File: src/rtl/udp_port_demux.sv
// udp_port_demux
// Receive-side datagram dispatcher. Routes each UDP payload datagram to one
// of NUM_CH application channels by matching its destination port against a
// programmable table. Each channel has a show-ahead FIFO carrying
// {err, last, data}.
//
// Optional feature macro: PORT_DEMUX_DEFAULT_CH_EN
//   defined   - datagrams with no table match go to channel 0; drop_count
//               counts truncations only
//   undefined - datagrams with no table match are dropped and counted
//
// Ports:
//   clk, reset       single clock, asynchronous active-high reset
//   in_valid/in_data payload word stream, contiguous per datagram
//   in_port          destination port, sampled on the first word
//   cfg_we/cfg_ch/cfg_port/cfg_en  port table write
//   out_valid/out_data/out_last/out_err  per-channel FIFO head (zero when empty)
//   out_ready        per-channel pop
//   drop_count       saturating dropped/truncated datagram counter

module udp_port_demux #(
    parameter int unsigned NUM_CH     = 4,
    parameter int unsigned FIFO_DEPTH = 16,
    parameter int unsigned CH_W       = (NUM_CH > 1) ? $clog2(NUM_CH) : 1
) (
    input  logic                   clk,
    input  logic                   reset,
    input  logic                   in_valid,
    input  logic [31:0]            in_data,
    input  logic [15:0]            in_port,
    input  logic                   cfg_we,
    input  logic [CH_W-1:0]        cfg_ch,
    input  logic [15:0]            cfg_port,
    input  logic                   cfg_en,
    output logic [NUM_CH-1:0]      out_valid,
    output logic [32*NUM_CH-1:0]   out_data,
    output logic [NUM_CH-1:0]      out_last,
    output logic [NUM_CH-1:0]      out_err,
    input  logic [NUM_CH-1:0]      out_ready,
    output logic [15:0]            drop_count
);

    localparam int unsigned AW = $clog2(FIFO_DEPTH);
    localparam int unsigned PW = AW + 1;
    // A non-final write that would leave only the reserved slot free is
    // turned into the truncation terminator, so every queued datagram ends
    // with a last=1 entry.
    localparam logic [PW-1:0] TRUNC_THR = PW'(FIFO_DEPTH - 2);

    typedef enum logic [1:0] {
        S_IDLE = 2'd0,
        S_PASS = 2'd1,
        S_DROP = 2'd2
    } state_t;

    // Port table
    logic             r_tbl_en   [NUM_CH];
    logic [15:0]      r_tbl_port [NUM_CH];

    // Datapath / FSM state
    state_t           r_state;
    state_t           w_state_nxt;
    logic [CH_W-1:0]  r_ch;
    logic [31:0]      r_hold;
    logic [15:0]      r_drop_cnt;

    // Routing decision for the current in_port
    logic             w_route_ok;
    logic [CH_W-1:0]  w_route_ch;
    logic             w_hit;
    logic [CH_W-1:0]  w_hit_ch;

    // FSM controls
    logic             w_wr_req;
    logic             w_wr_last;
    logic             w_wr_err;
    logic             w_hold_ld;
    logic             w_ch_ld;
    logic             w_drop_inc;
    logic [PW-1:0]    w_cur_count;

    // Channel FIFOs: {err, last, data}
    logic [33:0]      r_mem    [NUM_CH][FIFO_DEPTH];
    logic [PW-1:0]    r_wr_ptr [NUM_CH];
    logic [PW-1:0]    r_rd_ptr [NUM_CH];
    logic [PW-1:0]    w_count  [NUM_CH];
    logic             w_full   [NUM_CH];
    logic             w_empty  [NUM_CH];
    logic             w_push   [NUM_CH];
    logic             w_pop    [NUM_CH];

    // Port table writes; out-of-range cfg_ch matches no entry
    always_ff @(posedge clk or posedge reset) begin
        if (reset) begin
            for (int i = 0; i < int'(NUM_CH); i++) begin
                r_tbl_en[i]   <= 1'b0;
                r_tbl_port[i] <= 16'h0000;
            end
        end else begin
            for (int i = 0; i < int'(NUM_CH); i++) begin
                if (cfg_we && (cfg_ch == CH_W'(i))) begin
                    r_tbl_en[i]   <= cfg_en;
                    r_tbl_port[i] <= cfg_port;
                end
            end
        end
    end

    // Lowest-index enabled match wins (descending scan, last assignment wins)
    always_comb begin
        w_hit    = 1'b0;
        w_hit_ch = '0;
        for (int i = int'(NUM_CH) - 1; i >= 0; i--) begin
            if (r_tbl_en[i] && (r_tbl_port[i] == in_port)) begin
                w_hit    = 1'b1;
                w_hit_ch = CH_W'(i);
            end
        end
`ifdef PORT_DEMUX_DEFAULT_CH_EN
        w_route_ok = 1'b1;
        w_route_ch = w_hit ? w_hit_ch : '0;
`else
        w_route_ok = w_hit;
        w_route_ch = w_hit_ch;
`endif
    end

    // Occupancy of the latched target channel
    always_comb begin
        w_cur_count = '0;
        for (int i = 0; i < int'(NUM_CH); i++) begin
            if (r_ch == CH_W'(i)) begin
                w_cur_count = w_count[i];
            end
        end
    end

    // FSM next-state and controls
    always_comb begin
        w_state_nxt = r_state;
        w_wr_req    = 1'b0;
        w_wr_last   = 1'b0;
        w_wr_err    = 1'b0;
        w_hold_ld   = 1'b0;
        w_ch_ld     = 1'b0;
        w_drop_inc  = 1'b0;
        case (r_state)
            S_IDLE: begin
                if (in_valid) begin
                    if (w_route_ok) begin
                        w_state_nxt = S_PASS;
                        w_hold_ld   = 1'b1;
                        w_ch_ld     = 1'b1;
                    end else begin
                        w_state_nxt = S_DROP;
                        w_drop_inc  = 1'b1;
                    end
                end
            end
            S_PASS: begin
                w_wr_req = 1'b1;
                if (in_valid) begin
                    if (w_cur_count >= TRUNC_THR) begin
                        w_wr_last   = 1'b1;
                        w_wr_err    = 1'b1;
                        w_drop_inc  = 1'b1;
                        w_state_nxt = S_DROP;
                    end else begin
                        w_hold_ld = 1'b1;
                    end
                end else begin
                    w_wr_last   = 1'b1;
                    w_state_nxt = S_IDLE;
                end
            end
            S_DROP: begin
                if (!in_valid) begin
                    w_state_nxt = S_IDLE;
                end
            end
            default: begin
                w_state_nxt = S_IDLE;
            end
        endcase
    end

    // FSM state, routing latch, hold register, drop counter
    always_ff @(posedge clk or posedge reset) begin
        if (reset) begin
            r_state    <= S_IDLE;
            r_ch       <= '0;
            r_hold     <= 32'h0;
            r_drop_cnt <= 16'h0;
        end else begin
            r_state <= w_state_nxt;
            if (w_ch_ld) begin
                r_ch <= w_route_ch;
            end
            if (w_hold_ld) begin
                r_hold <= in_data;
            end
            if (w_drop_inc && (r_drop_cnt != 16'hFFFF)) begin
                r_drop_cnt <= r_drop_cnt + 16'd1;
            end
        end
    end

    assign drop_count = r_drop_cnt;

    // FIFO status, push/pop qualification and head presentation
    always_comb begin
        out_valid = '0;
        out_data  = '0;
        out_last  = '0;
        out_err   = '0;
        for (int i = 0; i < int'(NUM_CH); i++) begin
            w_count[i] = r_wr_ptr[i] - r_rd_ptr[i];
            w_empty[i] = (r_wr_ptr[i] == r_rd_ptr[i]);
            w_full[i]  = (r_wr_ptr[i][AW] != r_rd_ptr[i][AW]) &&
                         (r_wr_ptr[i][AW-1:0] == r_rd_ptr[i][AW-1:0]);
            // A write into a full FIFO is discarded so queued entries survive
            w_push[i]  = w_wr_req && (r_ch == CH_W'(i)) && !w_full[i];
            w_pop[i]   = !w_empty[i] && out_ready[i];
            if (!w_empty[i]) begin
                out_valid[i]       = 1'b1;
                out_data[32*i +: 32] = r_mem[i][r_rd_ptr[i][AW-1:0]][31:0];
                out_last[i]        = r_mem[i][r_rd_ptr[i][AW-1:0]][32];
                out_err[i]         = r_mem[i][r_rd_ptr[i][AW-1:0]][33];
            end
        end
    end

    // FIFO pointers
    always_ff @(posedge clk or posedge reset) begin
        if (reset) begin
            for (int i = 0; i < int'(NUM_CH); i++) begin
                r_wr_ptr[i] <= '0;
                r_rd_ptr[i] <= '0;
            end
        end else begin
            for (int i = 0; i < int'(NUM_CH); i++) begin
                if (w_push[i]) begin
                    r_wr_ptr[i] <= r_wr_ptr[i] + PW'(1);
                end
                if (w_pop[i]) begin
                    r_rd_ptr[i] <= r_rd_ptr[i] + PW'(1);
                end
            end
        end
    end

    // FIFO storage (contents are masked at the output while empty)
    always_ff @(posedge clk) begin
        for (int i = 0; i < int'(NUM_CH); i++) begin
            if (w_push[i]) begin
                r_mem[i][r_wr_ptr[i][AW-1:0]] <= {w_wr_err, w_wr_last, r_hold};
            end
        end
    end

endmodule
File: config.mk
export PLATFORM = sky130hd
export DESIGN_NAME = udp_port_demux
export DESIGN_NICKNAME = d
export VERILOG_FILES = /design/src/rtl/udp_port_demux.sv
export SDC_FILE = /design/constraint.sdc
export NUM_CORES = 2
export LEC_CHECK = 0
export CORE_UTILIZATION = 55
export CTS_CLUSTER_DIAMETER = 100
export DETAILED_ROUTE_END_ITERATION = 10
export GPL_ROUTABILITY_DRIVEN = 0
export GPL_TIMING_DRIVEN = 0
export PLACE_DENSITY = 0.76
export SLEW_MARGIN = 15
export SYNTH_ARGS = -nofsm -noshare
export SYNTH_HDL_FRONTEND = slang
export SYNTH_SLANG_ARGS = --single-unit
File: constraint.sdc
create_clock -name clk -period 5.3 [get_ports clk]
set_input_delay 0.53 -clock clk [delete_from_list [all_inputs] [get_ports clk]]
set_output_delay 0.53 -clock clk [all_outputs]
set_load 0.03 [all_outputs]
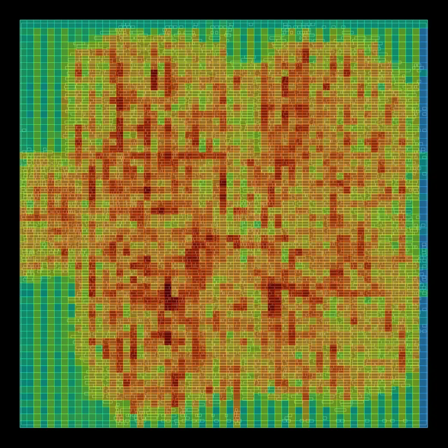
**Above:** routing congestion map.
GRT met2 Usage: 45.0%
final core utilization: 64.7%
gr busiest metal: met2

==> impl_metrics.tcl <==
# implementation run metrics
set metrics [dict create \
    status "complete, no violations" \
    hold_viol 0 \
    pre_cts_slack_ps -233 \
    antenna_found_initial 26 \
    placed_cells 6415 \
    hold_path_class "in2async" \
    timing.hold.ws_ps 176 \
    clk_pin_slew_ps 60 \
    setup_viol 0 \
    finalWorstSetupSlack_ps 102 \
    seq_share_pct 65.7 \
    placed_area_um2 98500 \
    maxSlewViolCount 0 \
    largest_area_cell "edfxtp_1" \
    power.group.top "registers" \
    tns_ps 0 \
    most_common_cell "edfxtp_1" \
    postRouteAntennaNets 0 \
    ys_types 56 \
    cts_buffer_depth 3 \
    avgSynthCellArea_um2 23.3 \
    pwr-share-clk_pct 34.6 \
    p_sw_mw 12.4 \
    logic_gate_count 1342 \
    ys_area_um2 90800 \
    nonClockInverterCount 31 \
    synth-adder-area-share_pct 0.598 \
    p_int_mw 32.4 \
    critPathKind "reg2out" \
    num-fill-cells 10247 \
    port_buffers 230 \
    synth_warnings 0 \
    hpwlAfterDp_mm 137 \
    crit_path_end_kind "output port" \
    die_width_um 408 \
    top_cell_area_share_pct 71.9 \
    worst_slew_pin_slew_ps 1120 \
    buffers 527 \
    clock_sinks 2336 \
    cap_viol_max_count 0 \
    cts-root-buf "clkbuf_16" \
    ys_seq_share_pct 76.4 \
    viasPerCell 6.44 \
    track_usage_pct 27.2 \
    largest_cell_class "flip-flops and latches" \
    htreeDepth 4 \
    ir_drop_mv 0.325 \
]
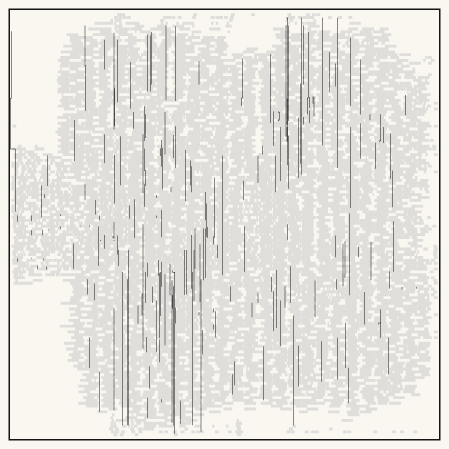
**Above:** metal 4.
share of all routed wire	3.4%
nets with wire on the layer	135
drt total wl: 224 mm
vias: 43.9k

==> sequential cells by signal, summed over array words and instances, names as in the netlist <==
register,cells
drop_count,16
r_ch,2
r_hold,32
r_mem,2176
r_rd_ptr,20
r_state,2
r_tbl_en,4
r_tbl_port,64
r_wr_ptr,20
==> metal layers <==
layer / wire (um) / GRT usage, %
met1: 79800 / 35.6
met2: 113000 / 45.0
met3: 23600 / 6.70
met4: 7490 / 8.67
met5: 245 / 0
==> path summary, 6_finish.rpt <==
path	end	cells after the start	startpoint
setup / recovery	out_data[64]	6	r_rd_ptr[6]$_DFFE_PP0P_
hold / removal	r_tbl_port[31]$_DFFE_PP0P_	2	reset
setup reg to reg	r_mem[1][475]$_DFFE_PP_	12	r_rd_ptr[11]$_DFFE_PP0P_
hold reg to reg	r_wr_ptr[4]$_DFFE_PP0P_	1	r_wr_ptr[4]$_DFFE_PP0P_
max in group asynchronous	r_hold[12]$_DFFE_PP0P_	3	reset
min in group clk	r_hold[17]$_DFFE_PP0P_	2	in_data[17]
==> timing repair <==
item	CTS	global route
resized	20	6
hold buffers	0	0
setup buffers	0	0
setup endpoints to repair	138	16
==> critical path, cell delays in order (launching register included) <==
cell             delay (ps)
dfrtp_1                 520
clkbuf_1                680
clkbuf_1                770
mux4_2                  470
mux4_2                  490
and2_1                  270
clkdlybuf4s50_1         630
==> cell families after synthesis <==
logic type / count (synthesis)
muxes: 784
buffers and inverters: 212
xor gates and xnor gates: 121
DFF: 2336
adders and majority gates: 41
AOI/OAI and AO/OA: 38
and+or+nand+nor: 358
==> placed cells by master, fill, tap and decap left out, drive strengths merged, types with 69 or more instances in the layout <==
cell,count
clkbuf,381
buf,193
mux2,101
nor2b,74
clkinv,90
mux4,680
dfrtp,160
xnor2,69
and2,119
edfxtp,2176
clkdlybuf4s50,230
Power is estimated from default activity; no workload was simulated.
